**Run 1: clock wires, drivers and flops**

Bar = 20 um.
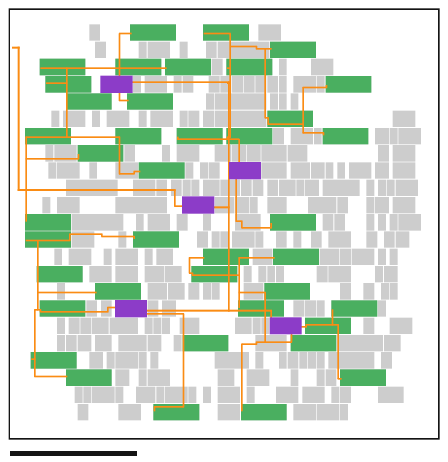
**Run 1: register map, names as in the netlist**

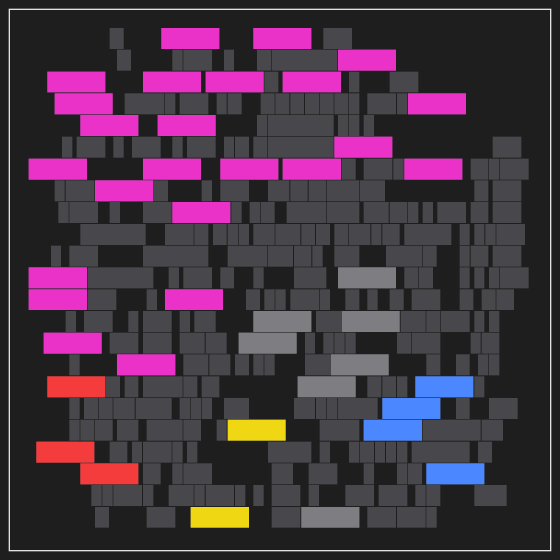
**Run 1: the clock network**

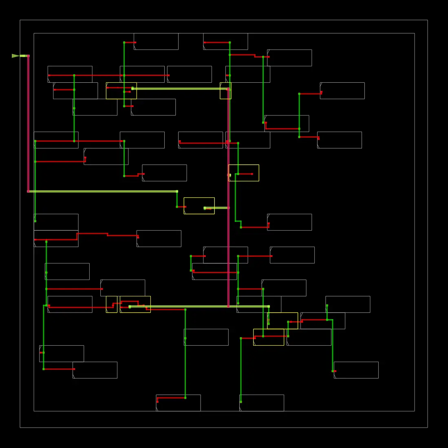
### src/rtl/plru_state_array_pkg.sv
// Shared types and heap-order tree helpers for the PLRU state array.
package plru_pkg;

  typedef enum logic [1:0] {
    IDLE,
    DRAIN,
    FLUSH
  } plru_state_t;

  function automatic int unsigned left_child(input int unsigned k);
    return 2 * k + 1;
  endfunction

  function automatic int unsigned right_child(input int unsigned k);
    return 2 * k + 2;
  endfunction

endpackage

### src/rtl/plru_state_array_if.sv
// Request/response bundle between a cache controller (master) and the PLRU array (slave).
interface plru_state_array_if #(
  parameter int unsigned num_ways = 4,
  parameter int unsigned num_sets = 8,
  parameter int unsigned s_way    = $clog2(num_ways),
  parameter int unsigned s_index  = $clog2(num_sets)
);
  logic                req_valid;
  logic                req_ready;
  logic [s_index-1:0]  req_index;
  logic [num_ways-1:0] req_hits;
  logic                resp_valid;
  logic [num_ways-1:0] resp_way;
  logic [s_way-1:0]    resp_way_idx;
  logic                resp_miss;
  logic                resp_err;

  modport master (
    output req_valid, req_index, req_hits,
    input  req_ready, resp_valid, resp_way, resp_way_idx, resp_miss, resp_err
  );

  modport slave (
    input  req_valid, req_index, req_hits,
    output req_ready, resp_valid, resp_way, resp_way_idx, resp_miss, resp_err
  );
endinterface

### src/rtl/plru_state_array_tree_update.sv
// Combinational PLRU lookup/update: picks victim or hit way and returns the updated tree.
module plru_tree_update
  import plru_pkg::*;
#(
  parameter int unsigned num_ways = 4,
  parameter int unsigned s_way    = $clog2(num_ways)
) (
  input  logic [num_ways-2:0] tree,
  input  logic [num_ways-1:0] hits,
  output logic [num_ways-1:0] way,
  output logic [s_way-1:0]    way_idx,
  output logic                miss,
  output logic                err,
  output logic [num_ways-2:0] new_tree
);

  logic [s_way-1:0]    victim_idx;
  logic [s_way-1:0]    hit_idx;
  logic [s_way-1:0]    upd_idx;
  logic [num_ways-2:0] walked_tree;

  always_comb begin : victim_walk
    int unsigned node;
    node       = 0;
    victim_idx = '0;
    for (int unsigned lvl = 0; lvl < s_way; lvl++) begin
      victim_idx[s_way-1-lvl] = tree[node[s_way-1:0]];
      node = tree[node[s_way-1:0]] ? right_child(node) : left_child(node);
    end
  end

  always_comb begin : hit_encode
    hit_idx = '0;
    for (int unsigned i = 0; i < num_ways; i++) begin
      if (hits[i]) hit_idx = s_way'(i);
    end
    err  = |(hits & (hits - 1'b1));
    miss = (hits == '0);
  end

  assign upd_idx = miss ? victim_idx : hit_idx;

  // Every node on the accessed way's path is pointed away from that way.
  always_comb begin : path_update
    int unsigned node;
    logic        dir;
    node        = 0;
    walked_tree = tree;
    for (int unsigned lvl = 0; lvl < s_way; lvl++) begin
      dir = upd_idx[s_way-1-lvl];
      walked_tree[node[s_way-1:0]] = ~dir;
      node = dir ? right_child(node) : left_child(node);
    end
  end

  always_comb begin : outputs
    way      = '0;
    way_idx  = '0;
    new_tree = tree;
    if (!err) begin
      way      = {{(num_ways-1){1'b0}}, 1'b1} << upd_idx;
      way_idx  = upd_idx;
      new_tree = walked_tree;
    end
  end

endmodule

### src/rtl/plru_state_array.sv
// Per-set PLRU tree storage with a two-stage read/update pipeline and flush sweep.
// Optional PLRU_PERF_CNT_EN adds hit/miss counters.
module plru_state_array
  import plru_pkg::*;
#(
  parameter int unsigned num_ways = 4,
  parameter int unsigned num_sets = 8,
  parameter int unsigned s_way    = $clog2(num_ways),
  parameter int unsigned s_index  = $clog2(num_sets)
) (
  input  logic                clk,
  input  logic                rst,
  plru_state_array_if.slave   bus,
  input  logic                flush,
  output logic                flush_done
`ifdef PLRU_PERF_CNT_EN
  ,
  output logic [31:0]         hit_count,
  output logic [31:0]         miss_count
`endif
);

  localparam int unsigned tw = num_ways - 1;
  localparam logic [s_index-1:0] last_set = s_index'(num_sets - 1);

  plru_state_t         state_q, state_d;
  logic [s_index-1:0]  cnt_q, cnt_d;

  logic                s2_valid_q, s2_valid_d;
  logic [s_index-1:0]  s2_index_q, s2_index_d;
  logic [num_ways-1:0] s2_hits_q, s2_hits_d;
  logic [tw-1:0]       s2_tree_q, s2_tree_d;

  logic [tw-1:0]       array_q [num_sets];
  logic [tw-1:0]       array_d [num_sets];

  logic                accept;
  logic                flush_we;
  logic                wr_en;

  logic [num_ways-1:0] upd_way;
  logic [s_way-1:0]    upd_way_idx;
  logic                upd_miss;
  logic                upd_err;
  logic [tw-1:0]       upd_tree;

  plru_tree_update #(
    .num_ways (num_ways),
    .s_way    (s_way)
  ) u_tree_update (
    .tree     (s2_tree_q),
    .hits     (s2_hits_q),
    .way      (upd_way),
    .way_idx  (upd_way_idx),
    .miss     (upd_miss),
    .err      (upd_err),
    .new_tree (upd_tree)
  );

  always_ff @(posedge clk) begin
    if (rst) begin
      state_q <= IDLE;
      cnt_q   <= '0;
    end else begin
      state_q <= state_d;
      cnt_q   <= cnt_d;
    end
  end

  always_comb begin : fsm_next
    state_d = state_q;
    cnt_d   = cnt_q;
    case (state_q)
      IDLE:  if (flush) state_d = DRAIN;
      DRAIN: begin
        state_d = FLUSH;
        cnt_d   = '0;
      end
      FLUSH: begin
        if (cnt_q == last_set) state_d = IDLE;
        else                   cnt_d   = cnt_q + 1'b1;
      end
      default: state_d = IDLE;
    endcase
  end

  // A flush pulse wins over a coincident request even though ready is high that cycle.
  always_comb begin : fsm_out
    bus.req_ready = (state_q == IDLE);
    accept        = bus.req_valid && (state_q == IDLE) && !flush;
    flush_we      = (state_q == FLUSH);
    flush_done    = flush_we && (cnt_q == last_set);
  end

  assign wr_en = s2_valid_q && !upd_err;

  always_comb begin : datapath
    s2_valid_d = accept;
    s2_index_d = s2_index_q;
    s2_hits_d  = s2_hits_q;
    s2_tree_d  = s2_tree_q;
    if (accept) begin
      s2_index_d = bus.req_index;
      s2_hits_d  = bus.req_hits;
      if (wr_en && (s2_index_q == bus.req_index)) s2_tree_d = upd_tree;
      else                                        s2_tree_d = array_q[bus.req_index];
    end
    array_d = array_q;
    if (wr_en)    array_d[s2_index_q] = upd_tree;
    if (flush_we) array_d[cnt_q]      = '0;
  end

  always_ff @(posedge clk) begin
    if (rst) begin
      s2_valid_q <= 1'b0;
      s2_index_q <= '0;
      s2_hits_q  <= '0;
      s2_tree_q  <= '0;
      for (int unsigned i = 0; i < num_sets; i++) array_q[i] <= '0;
    end else begin
      s2_valid_q <= s2_valid_d;
      s2_index_q <= s2_index_d;
      s2_hits_q  <= s2_hits_d;
      s2_tree_q  <= s2_tree_d;
      array_q    <= array_d;
    end
  end

  always_comb begin : resp_out
    bus.resp_valid   = s2_valid_q;
    bus.resp_way     = s2_valid_q ? upd_way : '0;
    bus.resp_way_idx = s2_valid_q ? upd_way_idx : '0;
    bus.resp_miss    = s2_valid_q && !upd_err && upd_miss;
    bus.resp_err     = s2_valid_q && upd_err;
  end

`ifdef PLRU_PERF_CNT_EN
  logic [31:0] hit_count_q, hit_count_d;
  logic [31:0] miss_count_q, miss_count_d;

  always_comb begin : perf_next
    hit_count_d  = hit_count_q;
    miss_count_d = miss_count_q;
    if (wr_en) begin
      if (upd_miss) miss_count_d = miss_count_q + 32'd1;
      else          hit_count_d  = hit_count_q + 32'd1;
    end
  end

  always_ff @(posedge clk) begin
    if (rst) begin
      hit_count_q  <= '0;
      miss_count_q <= '0;
    end else begin
      hit_count_q  <= hit_count_d;
      miss_count_q <= miss_count_d;
    end
  end

  assign hit_count  = hit_count_q;
  assign miss_count = miss_count_q;
`endif

endmodule
### src/flat_wrapper.sv
// flat-port wrapper written by rule: the top's interface ports become plain ports
module plru_state_array_flat import plru_pkg::*;
#(
  parameter int unsigned num_ways = 4,
  parameter int unsigned num_sets = 8,
  parameter int unsigned s_way    = $clog2(num_ways),
  parameter int unsigned s_index  = $clog2(num_sets)
)
  (clk, rst, flush, flush_done, bus_req_valid, bus_req_index, bus_req_hits, bus_req_ready, bus_resp_valid, bus_resp_way, bus_resp_way_idx, bus_resp_miss, bus_resp_err);
  plru_state_array_if #(.num_ways(num_ways), .num_sets(num_sets), .s_way(s_way), .s_index(s_index)) bus_i ();
  input  logic clk;
  input  logic rst;
  input  logic flush;
  output logic flush_done;
  input wire logic [$bits(bus_i.req_valid)-1:0] bus_req_valid;
  input wire logic [$bits(bus_i.req_index)-1:0] bus_req_index;
  input wire logic [$bits(bus_i.req_hits)-1:0] bus_req_hits;
  output wire logic [$bits(bus_i.req_ready)-1:0] bus_req_ready;
  output wire logic [$bits(bus_i.resp_valid)-1:0] bus_resp_valid;
  output wire logic [$bits(bus_i.resp_way)-1:0] bus_resp_way;
  output wire logic [$bits(bus_i.resp_way_idx)-1:0] bus_resp_way_idx;
  output wire logic [$bits(bus_i.resp_miss)-1:0] bus_resp_miss;
  output wire logic [$bits(bus_i.resp_err)-1:0] bus_resp_err;
  assign bus_i.req_valid = bus_req_valid;
  assign bus_i.req_index = bus_req_index;
  assign bus_i.req_hits = bus_req_hits;
  assign bus_req_ready = bus_i.req_ready;
  assign bus_resp_valid = bus_i.resp_valid;
  assign bus_resp_way = bus_i.resp_way;
  assign bus_resp_way_idx = bus_i.resp_way_idx;
  assign bus_resp_miss = bus_i.resp_miss;
  assign bus_resp_err = bus_i.resp_err;
  plru_state_array #(.num_ways(num_ways), .num_sets(num_sets), .s_way(s_way), .s_index(s_index)) u_core (.clk(clk), .rst(rst), .bus(bus_i), .flush(flush), .flush_done(flush_done));
endmodule
### config.mk
export PLATFORM = sky130hd
export DESIGN_NAME = plru_state_array_flat
export DESIGN_NICKNAME = d
export VERILOG_FILES = /design/src/rtl/plru_state_array_pkg.sv /design/src/rtl/plru_state_array_if.sv /design/src/rtl/plru_state_array_tree_update.sv /design/src/rtl/plru_state_array.sv /design/src/flat_wrapper.sv
export SDC_FILE = /design/constraint.sdc
export NUM_CORES = 1
export LEC_CHECK = 0
export CORE_MARGIN = 2
export CORE_UTILIZATION = 55
export DETAILED_ROUTE_END_ITERATION = 10
export GPL_TIMING_DRIVEN = 0
export PLACE_DENSITY = 0.77
export SKIP_CTS_REPAIR_TIMING = 1
export SYNTH_ARGS = -nofsm -noshare
export SYNTH_HDL_FRONTEND = slang
export SYNTH_SLANG_ARGS = --single-unit
### constraint.sdc
create_clock -name clk -period 3.3 [get_ports clk]
set_clock_uncertainty 0.05 [all_clocks]
set_input_delay 0.495 -clock clk [delete_from_list [all_inputs] [get_ports clk]]
set_output_delay 0.495 -clock clk [all_outputs]
set_load 0.01 [all_outputs]
==> results.sh, run 1 <==
# physical design summary
export IMPL_vias=1887
export IMPL_edf_count=0
export IMPL_synth_chip_area_sq_um=2216
export IMPL_drtIter0Drc=73
export IMPL_clock_latency_ps=300
export IMPL_avgRoutedWirePerCell_um=14.52
export IMPL_powerDensity_nw_per_um2=396.7
export IMPL_antenna_found_initial=0
export IMPL_top_area_cell="dfxtp_1"
export IMPL_globalplace_congestion=0.8049
export IMPL_tns_ps=0
export IMPL_max_slew_margin_pct=65.10
export IMPL_finalHoldViolCount=0
export IMPL_status="complete, no violations"
export IMPL_layout_drive_gt1_share_pct=13.29
export IMPL_clkTransAtPathRegs_ps=70
export IMPL_synth_warnings=0
export IMPL_h_tree_depth=2
export IMPL_slowest_stage="clkdlybuf4s50_1"
export IMPL_floorplan_nets=272
export IMPL_tightest_slew_ps=522.0
export IMPL_ant_nets=0
export IMPL_cp_buffers_inverters=3
export IMPL_clock_root_buffer="clkbuf_8"
export IMPL_regToRegSetupSlack_ps=1450
export IMPL_synth_area_sq_um=2216
-- 'clock wires, drivers and flops' (at the start) --
legend:
  green:
    item: flip-flops
    count: 40
  purple:
    item: cells driving clock nets
    count: 5
  orange:
    item: clock wires
    length: 509 um
routed clock nets: 6

-- 'register map, names as in the netlist' (at the start) --
legend:
  magenta:
    netlist_name: u_core.array_q
    sequential_cells: 24
  yellow:
    netlist_name: u_core.state_q
    sequential_cells: 2
  red:
    netlist_name: u_core.cnt_q
    sequential_cells: 3
  blue:
    netlist_name: u_core.s2_hits_q
    sequential_cells: 4
    where: bottom right

-- 'the clock network' (at the start) --
CTS Buf Count: 5
CTS sink count: 40

run 1: sequential cells by signal, summed over array words and instances, names as in the netlist:
signal and flops:
u_core.array_q 24, u_core.s2_hits_q 4, u_core.cnt_q 3, u_core.s2_index_q 3
u_core.s2_tree_q 3, u_core.state_q 2, u_core.bus.resp_valid 1
run 1: worst register-to-register path: cells and delay by family (launching register included):
family / cells / cell delay [ps]
buffers and inverters: 2 / 520
flip-flops: 1 / 330
multiplexers: 1 / 160
AND/OR/NAND/NOR: 3 / 690
run 1: through the flow:
| step | cells | instance area, sq um |
|---|---|---|
| finish | 336 | 2561 |
| global placement | 328 | 2469 |
| floorplan | 259 | 2216 |
| detailed placement | 328 | 2469 |
| global route | 336 | 2561 |
| CTS | 336 | 2561 |
run 1: final cells by class:
cell class	count	area [sq um]
fillers	328	1381
multi-input cells	198	1315
flip-flops and latches	40	800.8
repair buffers	19	190.2
plain buffers	19	92.59
clock buffers	6	82.58
well taps	50	62.56
clock inverters	2	10.01
inverters	2	7.507
run 1: cells in the final DEF, fill, tap and decap left out, types with 3 or more instances in the layout:
cell type | synthesis | final
nor2_1 | 48 | 48
dfxtp_1 | 40 | 40
nand2_1 | 30 | 30
mux2i_1 | 22 | 22
a21oi_1 | 21 | 21
clkdlybuf4s50_1 | 0 | 19
o21ai_0 | 9 | 9
clkbuf_1 | 8 | 8
nor3_1 | 8 | 8
buf_2 | 7 | 7
mux4_2 | 6 | 6
clkbuf_8 | 0 | 6
nor2b_1 | 4 | 4
nand3b_1 | 4 | 4
and3_1 | 3 | 3
a41o_1 | 3 | 3
a21o_1 | 3 | 3
xnor2_1 | 3 | 3
mux2_2 | 3 | 3
run 1: worst min-delay path by stage:
stage | from | to | cells past startpoint
after floorplan | u_core.array_q[20]$_SDFF_PP0_ | u_core.array_q[20]$_SDFF_PP0_ | 2
after global placement | u_core.array_q[20]$_SDFF_PP0_ | u_core.array_q[20]$_SDFF_PP0_ | 2
after detailed placement | u_core.array_q[20]$_SDFF_PP0_ | u_core.array_q[20]$_SDFF_PP0_ | 2
after CTS | u_core.array_q[20]$_SDFF_PP0_ | u_core.array_q[20]$_SDFF_PP0_ | 2
after global routing | u_core.array_q[20]$_SDFF_PP0_ | u_core.array_q[20]$_SDFF_PP0_ | 2
final | u_core.array_q[20]$_SDFF_PP0_ | u_core.array_q[20]$_SDFF_PP0_ | 2
run 1: cell families after synthesis:
kind of cell	Yosys count	synth area share [%]
and+or+nand+nor	113	23.72
AOI/OAI and AO/OA	49	15.75
DFF	40	36.14
muxes	31	17.56
buffers and inverters	21	4.517
xor gates and xnor gates	3	1.186
adders and majority gates	2	1.129
run 1: power breakdown:
group	switching, mW	internal (mW)
Sequential	0.0106	0.494
Clock	0.172	0.167
Combinational	0.103	0.0695
Total	0.285	0.731
run 1: per-layer routing:
metal,up-vias,wire length (um)
met5,-,0
met4,0,116
met3,10,135
met2,33,2306
met1,888,2320
li1,956,-
**Run 1: placement by cell class**

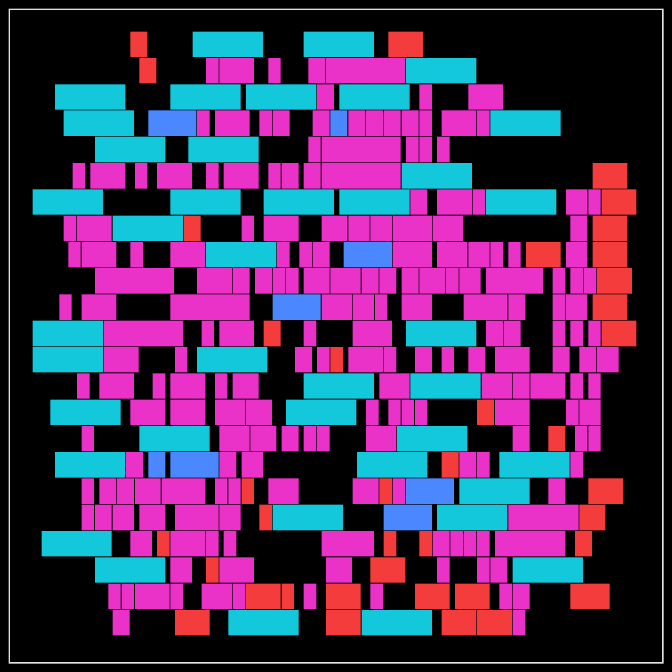

==> run 2, diff against run 1 <==
==> constraint.sdc (replaced) <==
create_clock -name clk -period 2.62 [get_ports clk]
set_clock_uncertainty 0.05 [all_clocks]
set_input_delay 0.393 -clock clk [delete_from_list [all_inputs] [get_ports clk]]
set_output_delay 0.393 -clock clk [all_outputs]
set_load 0.01 [all_outputs]
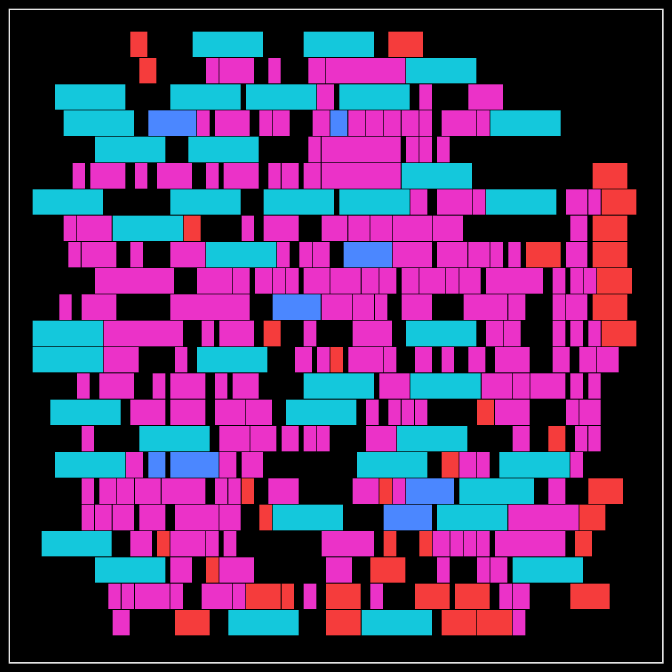
**Above:** run 2 (placement by cell class).
legend:
  blue:
    class: clock drivers and dummy loads
    cells: 8
  red:
    class: other buffers and delay cells
    cells: 38
  cyan:
    class: flops
    cells: 40
  magenta:
    class: all other logic
    cells: 200
fraction of area in registers: 31.30%
Util after Layout: 65.00%
placeable core area: 3943 sq um
post-route cell area: 2562 sq um

==> run 2 against run 1 <==
Global-route usage unchanged. Sequential share of layout area is essentially flat. Via count stayed put. Power rose by 26%. Area after synthesis is the same. Cell area about the same. Cell count unchanged. Hold slack is the same. Critical path depth decreased by 3. Die size unchanged. Sequential power is 26% higher. Register-to-register slack got worse by 680 ps. Critical path type unchanged. Largest power group unchanged.
==> results.sh, run 2 <==
# physical design summary
export IMPL_status="complete, no violations"
export IMPL_h_tree_depth=2
export IMPL_largest_reg_flops=24
export IMPL_cts_sinks=40
export IMPL_edf_count=0
export IMPL_top_area_cell="dfxtp_1"
export IMPL_warning_count=26
export IMPL_clock_root_buffer="clkbuf_8"
export IMPL_mostFrequentLayoutCells="48 x nor2_1, 39 x dfxtp_1, 30 x nand2_1"
export IMPL_pwr_share_comb_pct=17.0
export IMPL_cts_buffers=5
export IMPL_tightest_slew_ps=522.0
export IMPL_floorplan_nets=272
export IMPL_clkTransAtPathRegs_ps=80
export IMPL_hp_start="u_core.array_q[20]$_SDFF_PP0_"
export IMPL_endpoint_kind="primary output"
export IMPL_layout_drive_gt1_share_pct=13.64
export IMPL_ant_nets=0
export IMPL_synth_chip_area_sq_um=2216
export IMPL_largest_register="u_core.array_q"
export IMPL_final_cell_count_no_fill=336
export IMPL_synth_warnings=0
export IMPL_p_int_mw=0.9206
export IMPL_tns_ps=0
export IMPL_layout_top_cell="nor2_1"
export IMPL_globalplace_congestion=0.8049
export IMPL_place_inst=328
export IMPL_vias=1887
export IMPL_switching_share_pct=28.08
export IMPL_rows=23
export IMPL_fmax_mhz=402.5
export IMPL_clock_latency_ps=300
export IMPL_synth_area_sq_um=2216
export IMPL_p_sw_mw=0.3594
export IMPL_finalHoldViolCount=0
## run 2: worst max-delay path, stage by stage (launching register included)
cell and delay (ps):
dfxtp_1 310, clkbuf_1 260, clkbuf_1 420, and3b_1 220
clkdlybuf4s50_1 530
## run 2: stage by stage
| stage | hold WS [ps] | area [sq um] | utilization, % | total power [mW] | setup slack (ps) |
|---|---|---|---|---|---|
| floorplan | 380.3 | 2216 | - | 0.7995 | 883.3 |
| global placement | 398.6 | 2469 | 62.61 | 0.8637 | 448.7 |
| detailed placement | 407.2 | 2469 | 62.61 | 0.8658 | 436.8 |
| CTS | 417.9 | 2561 | 64.96 | 1.286 | 104.2 |
| global route | 430.3 | 2562 | 65.00 | 1.335 | 26.12 |
| finish | 415.8 | 2562 | 65.00 | 1.280 | 135.5 |
## run 2: power by group through the flow
stage               Clock [mW]  Combinational [mW]  Sequential (mW)
finish                   0.427               0.217            0.636
global route             0.460               0.236            0.638
CTS                      0.434               0.217            0.636
detailed placement           0               0.215            0.650
global placement             0               0.214            0.650
floorplan                    0               0.152            0.648
## run 2: cells by family (layout without fill, tap and decap cells)
| group | after synthesis | count (layout) | share of synthesized area [%] |
|---|---|---|---|
| AND-OR/OR-AND | 49 | 49 | 15.75 |
| XOR/XNOR | 3 | 3 | 1.186 |
| AND/OR/NAND/NOR | 113 | 113 | 23.72 |
| adder cells (fa/ha/maj) | 2 | 2 | 1.129 |
| flip-flops | 40 | 40 | 36.14 |
| multiplexers | 31 | 31 | 17.56 |
| buffers and inverters | 21 | 48 | 4.517 |
## run 2: path summary, 6_finish.rpt
check	cells after the start	slack (ps)	to
setup / recovery	4	140	flush_done
hold / removal	2	420	u_core.array_q[20]$_SDFF_PP0_
setup reg to reg	6	770	u_core.array_q[13]$_SDFF_PP0_
hold reg to reg	2	420	u_core.array_q[20]$_SDFF_PP0_
## run 2: per-layer routing
layer  vias to the layer above  wire, um  global-route usage [%]
li1                        956         -                       -
met1                       888      2320                   29.95
met3                        10       135                   4.500
met4                         0       116                   10.46
met2                        33      2306                   40.93
met5                         -         0                       0
## run 2: final cells by class
class / instances / area (sq um)
Timing Repair Buffer: 19 / 190.2
Sequential cell: 40 / 802.0
Fill cell: 329 / 1380
Inverter: 2 / 7.507
Clock inverter: 2 / 10.01
Buffer: 19 / 92.59
Clock buffer: 6 / 82.58
Tap cell: 50 / 62.56
Multi-Input combinational cell: 198 / 1315
Power and IR drop assume default switching activity.
